==> config.mk <==
export PLATFORM = sky130hd
export DESIGN_NAME = alu_nibble_seq_flat
export DESIGN_NICKNAME = d
export VERILOG_FILES = /design/src/rtl/alu_nibble_seq_if.sv /design/src/rtl/alu_nibble_seq.sv /design/src/flat_wrapper.sv
export SDC_FILE = /design/constraint.sdc
export NUM_CORES = 1
export LEC_CHECK = 0
export CAP_MARGIN = 20
export CORE_ASPECT_RATIO = 0.8
export CORE_MARGIN = 2
export CORE_UTILIZATION = 49
export DETAILED_ROUTE_END_ITERATION = 6
export HOLD_SLACK_MARGIN = 0.02
export PLACE_DENSITY = 0.86
export SETUP_SLACK_MARGIN = 0.05
export SLEW_MARGIN = 20
export SYNTH_ARGS = -nofsm -noshare
export SYNTH_HDL_FRONTEND = slang
export SYNTH_SLANG_ARGS = --single-unit
export TNS_END_PERCENT = 10
==> constraint.sdc <==
create_clock -name clk -period 1.86 [get_ports clk]
set_input_delay 0.279 -clock clk [delete_from_list [all_inputs] [get_ports clk]]
set_output_delay 0.279 -clock clk [all_outputs]
set_load 0.01 [all_outputs]
Local utilization:
Scale: 4 px per um. 10 x 8 tiles, from black (low) to pale yellow (high), 0 to 100% covered.
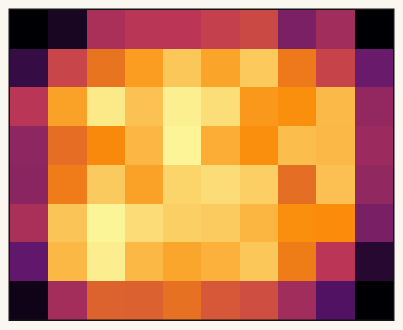
tiles over 75% full	46%
densest ninth of the die	middle
mean over tiles	63%
fullest tile	98%
nearly empty tiles	3.7%
final core utilization: 74.5%
initial core utilization: 51.2%
Core Area: 6440 um^2

Ports around the boundary:
Scale: 4 px per um. Pins as bars across the die edge, other pins in grey.
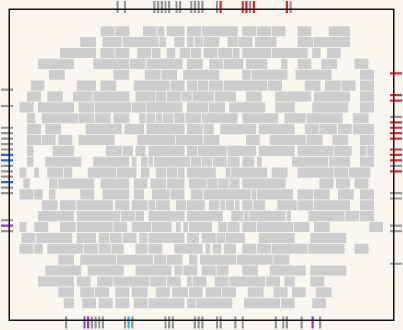
port	colour	pins	direction	edge
alu_alu_op	blue	3	output	left
b	red	16	input	11 right, 5 top
alu_alu_flags	purple	4	input	3 bottom, 1 left
cin	cyan	1	input	bottom
all pins by edge	26 bottom, 21 top, 18 left, 18 right
Vert. Die Dim: 77.4 um
PortBufs: 82
Die Width: 95.7 um

Metal layers overlaid:
Scale: 3 px per um.
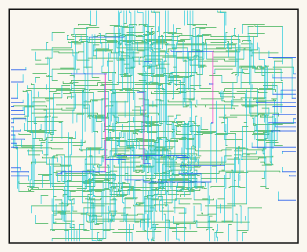
layer	colour	wire length
metal 1	green	3440 um
metal 3	blue	317 um
metal 2	cyan	3900 um
metal 4	magenta	80.2 um
vias: 2361
final WL: 7740 um

The clock network:
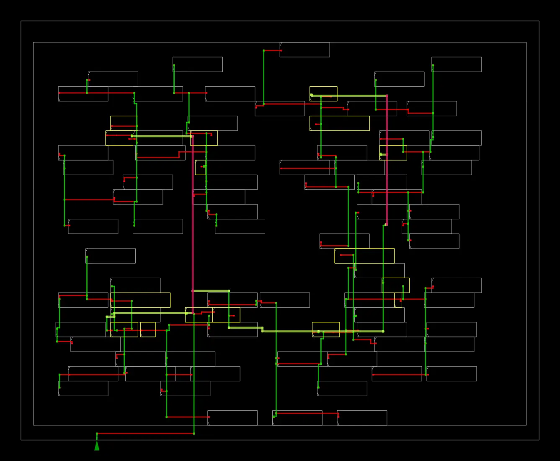
Num CTS Buffers: 9
clock buf count: 11
clk sinks: 73
Worst-Skew Late Latency: 0.35 ns

Placement by cell class:
Scale: 3 px per um.
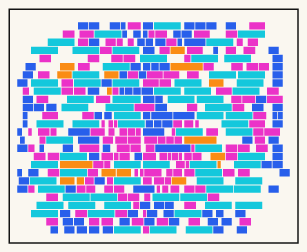
class	colour	cells	share of their area
combinational and other logic	magenta	152	32%
remaining buffers and delay cells	blue	116	24%
clock drivers and dummy loads	orange	16	5.2%
sequential cells	cyan	73	39%
num rows: 26
Seq/total area: 38.1%
Finished Cell Area: 4800 um^2

==> impl_metrics.json <==
{
  "status": "finished clean",
  "comb-cell-share_pct": 30.2,
  "ys_sh_adder_pct": 1.52,
  "cts_tree": "yes",
  "postCtsResizedCells": 65,
  "powerDensity_nw_per_um2": 1760,
  "yosys.area_share.xor_xnor_pct": 0,
  "post_cts_buffers": 13,
  "total_leakage_power_nw": 2.16,
  "viasPerCell": 5.35,
  "dpl.cell_count": 402,
  "finalNonFillerCells": 441,
  "crit_path_end_kind": "output pin",
  "final_cell_mix": "71 x dfrtp_1, 66 x clkdlybuf4s50_1, 43 x mux2_2, 20 x buf_4, 13 x mux2i_1",
  "reg2reg_slack_ns": 0.06,
  "layout_min_cycle_time_ns": 1.83,
  "num-nonclk-inverters": 8,
  "fin_setup_tns_ns": 0,
  "ant_nets": 0,
  "syn_to_final_growth_pct": 45.4,
  "drt_iter0_markers": 98,
  "netlist_area_um2": 3300,
  "nFillCells": 398,
  "cp.depth": 5,
  "swShare_pct": 32.1,
  "wire_per_inst_um": 17.5,
  "drv_slew": 0,
  "antenna_cells": 0,
  "layout_top_cell": "dfrtp_1",
  "cellInternalPower_w": 0.00572,
  "tightestPinTransition_ns": 0.422,
  "placed_cell_area_um2": 4270,
  "ff_count": 73,
  "cts_hold_buffers": 1,
  "area_leaders": "dfrtp_1 55%, mux2_2 18%, mux2i_1 4.9%",
  "ys_cells": 237,
  "grt_pass1_wl_um": 12500,
  "relSlewSlack_pct": 71.8,
  "drt-pass1-iter-count": 4,
  "crit_slowest_cell": "dfrtp_2",
  "p_comb_w": 0.00414,
  "rsz0062_at_grt": "true",
  "ys_area_um2": 3300,
  "cp.required_ns": 1.58,
  "finalHoldViolations": 0,
  "ys_sh_mux_pct": 24.0,
  "drcViolationCount": 0,
  "aoi_share_pct": 6.94,
  "combGateArea_um2": 1450,
  "track_usage_pct": 22.0
}
==> cell usage after synthesis <==
master and count:
dfrtp_1 73, mux2_2 54, mux2i_1 16, nor2b_1 10, a221o_1 9, and3b_1 9, inv_1 8, o22ai_1 8
buf_2 5, nand3b_1 5, buf_6 4, ha_1 4, nand2_1 4, o221ai_1 4, and2_1 3, buf_4 3
nand2b_1 3, mux2_1 2, nand3_1 2, o211ai_1 2, a21oi_1 1, nand4bb_1 1, nor2_1 1, nor3b_2 1
o21ai_1 1, o21ba_2 1, o21bai_1 1, o21bai_2 1, or4b_2 1
==> routing by layer <==
metal / global-route usage (%) / vias to the layer above / routed length [um]
met5: 0 / - / 0
met4: 5.43 / 0 / 80
met3: 5.44 / 8 / 317
met2: 36.9 / 65 / 3900
met1: 28.8 / 1190 / 3440
li1: - / 1098 / -
